==> config.mk <==
export PLATFORM = sky130hd
export DESIGN_NAME = uart_tx_arbiter_flat
export DESIGN_NICKNAME = d
export VERILOG_FILES = /design/src/rtl/uart_arb_pkg.sv /design/src/rtl/uart_tx_arbiter_if.sv /design/src/rtl/rr_pick.sv /design/src/rtl/uart_tx_arbiter.sv /design/src/flat_wrapper.sv
export SDC_FILE = /design/constraint.sdc
export NUM_CORES = 1
export LEC_CHECK = 0
export ABC_AREA = 1
export CAP_MARGIN = 10
export CORE_UTILIZATION = 37
export DETAILED_ROUTE_END_ITERATION = 12
export HOLD_SLACK_MARGIN = 0.1
export PLACE_DENSITY = 0.75
export SLEW_MARGIN = 5
export SYNTH_ARGS = -nofsm -noshare
export SYNTH_HDL_FRONTEND = slang
export SYNTH_HIERARCHICAL = 1
export SYNTH_SLANG_ARGS = --single-unit
==> constraint.sdc <==
create_clock -name clk -period 2.29 [get_ports clk]
set_input_delay 0.229 -clock clk [delete_from_list [all_inputs] [get_ports clk]]
set_output_delay 0.229 -clock clk [all_outputs]
set_load 0.01 [all_outputs]
Figure 1. Clock network drawn from the DEF (run 1).
The bar under the picture is 20 um long.
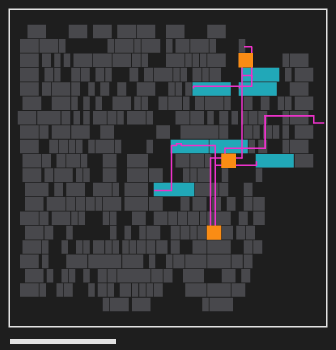
[orange] clock-net drivers | count: 3
[cyan] flip-flops | count: 7
[magenta] clock wires | length: 135 um
routed clock nets: 4
clock power share: 0.050
worst-case clock skew: 0.00805 ns
Late-Pin Clk Latency: 0.26 ns

Figure 2. Wire density map (run 1).
The die is cut into 12 by 12 equal tiles; dark blue is low, red is high, scaled to the fullest tile. Values are wire area over tile area, all layers added.
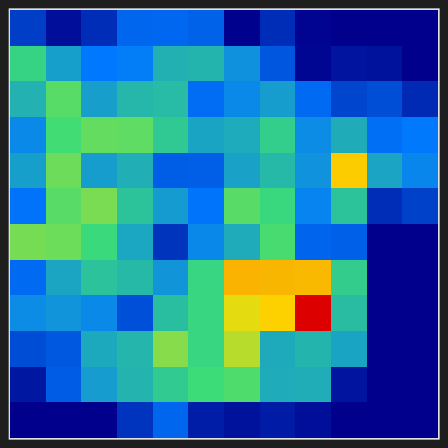
fullest tile: 0.56
tiles over half the peak: 15%
mean over tiles: 0.16
emptiest ninth of the die: top right
nearly empty tiles: 16%
vias: 1581
Avg WL per Cell: 11.2 um
global router's overall resource usage: 0.208
WL final: 3.63 mm

Figure 3. Register map, names as in the netlist (run 1).
The bar under the picture is 20 um long. Other sequential cells in the stronger grey, the rest of the logic in the fainter grey.
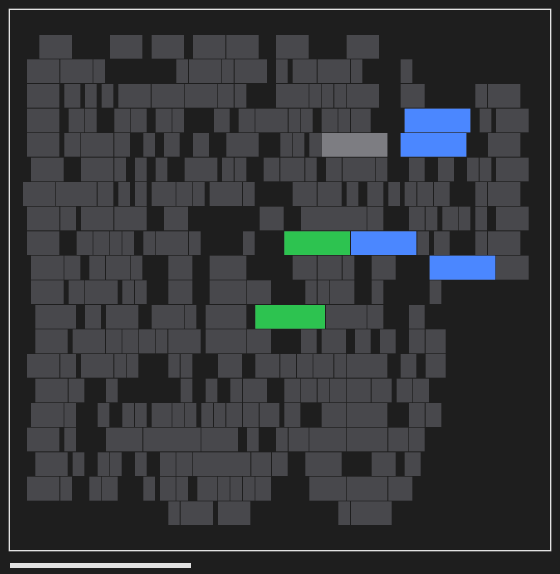
| colour | signal | flops |
|---|---|---|
| green | `u_core/ptr_q` | 2 |
| blue | `u_core/bus.gnt` | 4 |
not coloured: 1
final core occ: 0.638
FF/Latch Area: 141 um^2
P_seq: 0.000229 W

Figure 4. Placed standard cells (run 1).
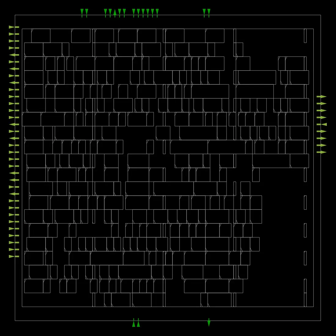
fraction of area in registers: 0.0714
fillers: 313
Core Footprint: 3100 um^2
Well Taps: 44
Cell Count, Final, Fillers Out: 325

==> job_summary.md, run 1 <==
### Flow metrics

| Metric | Value |
|---|---|
| First-pass GRT wire length | `5.78 mm` |
| Vias/cell | `4.86` |
| Largest net degree at the start of global routing | `20` |
| Hold Vio Cnt, Final | `0` |
| Fraction of layout cells with a size suffix above 1 | `0.139` |
| Fraction of synthesized area in multiplexers | `0` |
| HPWL after DPL | `2.67 mm` |
| Area Overhead vs Synth | `60.1%` |
| Synth Net Count | `262` |
| Worst Reg-to-Reg Cells | `12` |
| # Cells Yosys | `211` |
| Cell Area, Placed | `1870 um^2` |
| Post-synth top area cell | `dfxtp_1` |
| Maximum clock rate | `457 MHz` |
| Worst hold path class | `flop to flop` |
| Post-synth EDFFs | `0` |
| Die width | `59.8 um` |
| Max incr delay on CP | `0.56 ns` |
| Antenna violations before repair | `0` |
| Seq/Total Area, Yosys | `0.113` |
| Maxcap violations | `0` |
| PD cells | `1160 nW/um^2` |
| GP Congestion | `0.801` |
| Xor+xnor area frac | `0` |
| Run status | `finished clean` |
| Crit Path Category | `flop to output pin` |
| Final nets | `333` |
| Max VDD drop | `0.515 mV` |
| Cell with the most instances after synthesis | `nor2_1` |
| Critical Path Source Type | `flop` |
| DIE AREA | `3580 um^2` |
| Pre-Repair DR Iteration Count | `4` |
| CP top delay family | `buffers and inverters` |
| DP Worst Slack | `0.202 ns` |
| Post-Synthesis Cells | `211` |
run 1: power breakdown:
part	leakage, nW	switching [W]	internal [W]
combinational	0.831	0.00114	0.000825
clock	0.0150	0.0000484	0.0000667
sequential	0.0575	0.0000540	0.000175
total	0.904	0.00124	0.00107
run 1: per-layer routing:
layer,part of all wire,global-route usage,up-vias
li1,-,-,831
met1,0.45,0.252,680
met2,0.48,0.363,64
met3,0.069,0.0368,6
met4,0.0047,0.0731,0
met5,0,0,-
run 1: worst register-to-register path, stage by stage (launching register included):
cell and delay [ns]:
dfxtp_1 0.38, inv_1 0.09, ha_1 0.35, inv_2 0.13, nand3_4 0.13, nand2_4 0.11, nor2_4 0.04, nand4_1 0.11
inv_1 0.08, nor2_2 0.21, inv_1 0.13, nand3_1 0.10, a21oi_1 0.06
run 1: placed cells by master (no fill, tap or decap), types with 2 or more instances in the layout:
cell and count:
clkdlybuf4s50_1 57, dlymetal6s2s_1 2, dfxtp_1 6, nand3_1 27
ha_1 8, inv_1 22, a21boi_0 4, nor2_4 2
clkbuf_4 3, clkinvlp_4 3, o21ai_0 15, nand4_1 6
nand2_2 4, nand2_1 31, nor2_1 37, nand3_2 2
o211ai_1 3, buf_4 12, a21oi_1 21, inv_2 2
nand3_4 2, nand2_4 3
run 1: area by class of cell:
class,count,area (um^2),share of cell area
Multi-Input combinational cell,168,912,0.461
Sequential cell,7,141,0.0714
Inverter,27,116,0.0587
Clock buffer,4,26.3,0.0133
Tap cell,44,55.1,0.0278
Timing Repair inverter,1,7.51,0.00379
Timing Repair Buffer,74,722,0.364
run 1: what timing repair did:
action,CTS,global route
cloned,1,0
setup buffers,0,7
pin swaps,0,0
setup endpoints to repair,9,9
resized,3,7
endpoints found under the hold margin,0,0
==> run 2: changes to the inputs <==
--- a/config.mk
+++ b/config.mk
@@ -6,7 +6,7 @@
 export NUM_CORES = 1
 export LEC_CHECK = 0
 export ABC_AREA = 1
-export CAP_MARGIN = 10
+export CORE_MARGIN = 2
 export CORE_UTILIZATION = 37
 export DETAILED_ROUTE_END_ITERATION = 12
 export HOLD_SLACK_MARGIN = 0.1
Figure 5. Cell sizes after repair (run 2).
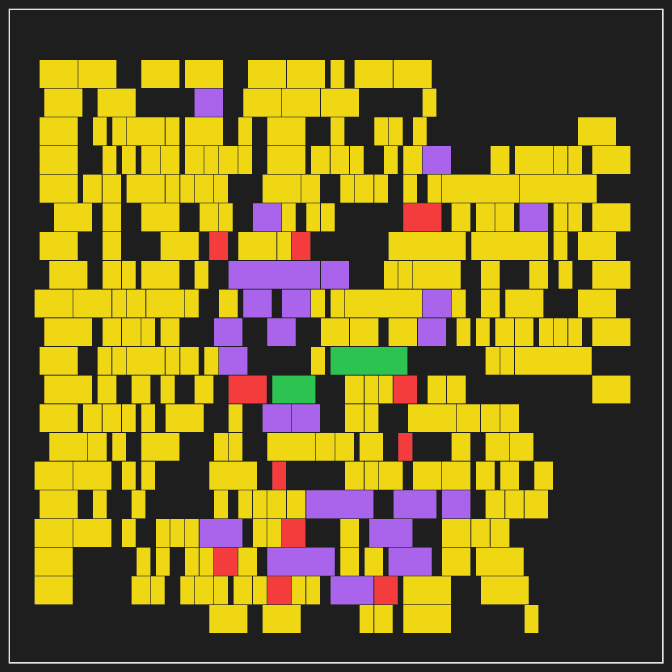
| colour | size | cells | share |
|---|---|---|---|
| green | x6 and larger | 2 | 0.72% |
| yellow | x1 and smaller | 242 | 87% |
| red | x2 | 11 | 4.0% |
| purple | x3 and x4 | 23 | 8.3% |
final instance area: 1950 um^2
Area Overhead vs Synth: 57.9%
Non-clk bufs: 71
post-route setup slack: 0.0875 ns

==> run 2 against run 1 <==
  * Synthesized cell count unchanged
  * Largest cell class unchanged
  * Register-to-register slack improved by 0.12 ns
  * Critical endpoint is now bus_tx_d[5]
  * Non-clock buffer count decreased by 3
  * Highest routed layer unchanged
  * Die area increased by 6.8%
  * Clock-buffer cell count unchanged
==> job_summary.md, run 2 <==
### Flow metrics

| Metric | Value |
|---|---|
| Synth Net Count | `262 (unchanged)` |
| Final core occ | `0.625 (-0.0135)` |
| Worst Reg-to-Reg Cells | `11 (-1)` |
| Post-Synthesis Cells | `211 (unchanged)` |
| Final nets | `330 (-0.90%)` |
| DIE AREA | `3820 um^2 (+6.8%)` |
| Pre-Repair DR Iteration Count | `4 (unchanged)` |
| Max VDD drop | `0.450 mV (-13%)` |
| Xor+xnor area frac | `0 (unchanged)` |
| Late-Pin Clk Latency | `0.25 ns (about the same)` |
| Hold Vio Cnt, Final | `0 (unchanged)` |
| Critical Path Source Type | `flop` |
| Clock power share | `0.051 (about the same)` |
| Largest net degree at the start of global routing | `22 (+10%)` |
| Cell with the most instances after synthesis | `nor2_1` |
| Post-synth top area cell | `dfxtp_1` |
| Worst hold path class | `flop to flop` |
| Comb pwr share | `0.840 (-0.011)` |
| Met1 WL | `1.71 mm (+5.4%)` |
| Antenna violations before repair | `0 (unchanged)` |
| Met3 wire len | `252 um (+1.2%)` |
| Seq/Total Area, Yosys | `0.113 (unchanged)` |
| Most numerous logic cells after layout | `57 x clkdlybuf4s50_1, 37 x nor2_1, 31 x nand2_1, 27 x nand3_1, 22 x inv_1` |
| Global router's overall resource usage | `0.194 (-0.0131)` |
| Fraction of synthesized area in multiplexers | `0 (unchanged)` |
| Cell Count, Final, Fillers Out | `322 (-0.92%)` |
| Run status | `finished clean` |
| Maxcap violations | `0 (unchanged)` |
| Top sig layer | `met4` |
| Sw frac | `0.538 (+0.000734)` |
| Design internal power | `0.00103 W (-3.6%)` |
| PD cells | `1140 nW/um^2 (-2.2%)` |
run 2: cell counts after synthesis:
Identical to the previous run, type by type.
run 2: routing by layer:
layer	GRT usage	vias to the layer above
met4	0.0304	0
met1	0.256	691
met5	0	-
li1	-	831
met3	0.0455	2
met2	0.329	59
run 2: critical path, cell delays in order, from the launching register on:
cell and delay (ns):
dfxtp_1 0.37, buf_12 0.18, clkinvlp_4 0.14, buf_4 0.16
nor2_1 0.08, o21ai_0 0.08, a21oi_1 0.14, clkdlybuf4s50_1 0.56
run 2: area by class of cell:
cell class                      instances  area, um^2  area share
Clock buffer                            4        26.3      0.0134
Sequential cell                         7         144      0.0736
Timing Repair inverter                  1        5.00     0.00256
Inverter                               27         116      0.0595
Tap cell                               44        55.1      0.0282
Timing Repair Buffer                   71         696       0.356
Multi-Input combinational cell        168         912       0.467
run 2: timing repair:
item / CTS / global route
setup endpoints to repair: 0 / 9
endpoints found under the hold margin: 0 / 0
resized: 0 / 9
setup buffers: 0 / 3
run 2: power groups by stage:
stage / Combinational (W) / Clock, W / Sequential, W
global placement: 0.00178 / 0 / 0.000224
CTS: 0.00180 / 0.000117 / 0.000224
detailed placement: 0.00179 / 0 / 0.000225
floorplan: 0.00131 / 0 / 0.000245
finish: 0.00187 / 0.000114 / 0.000242
global route: 0.00207 / 0.000129 / 0.000251
run 2: through the flow:
stage	hold WS [ns]	setup TNS, ns	worst slack [ns]	total power, W
final	0.501	0	0.0875	0.00223
after CTS	0.501	0	0.0402	0.00214
after detailed placement	0.493	0	0.319	0.00202
after floorplan	0.328	0	0.0891	0.00156
after global routing	0.529	-0.00719	-0.00503	0.00245
after global placement	0.485	0	0.265	0.00201
No activity file was given, so power comes from the tool's default toggle rates.
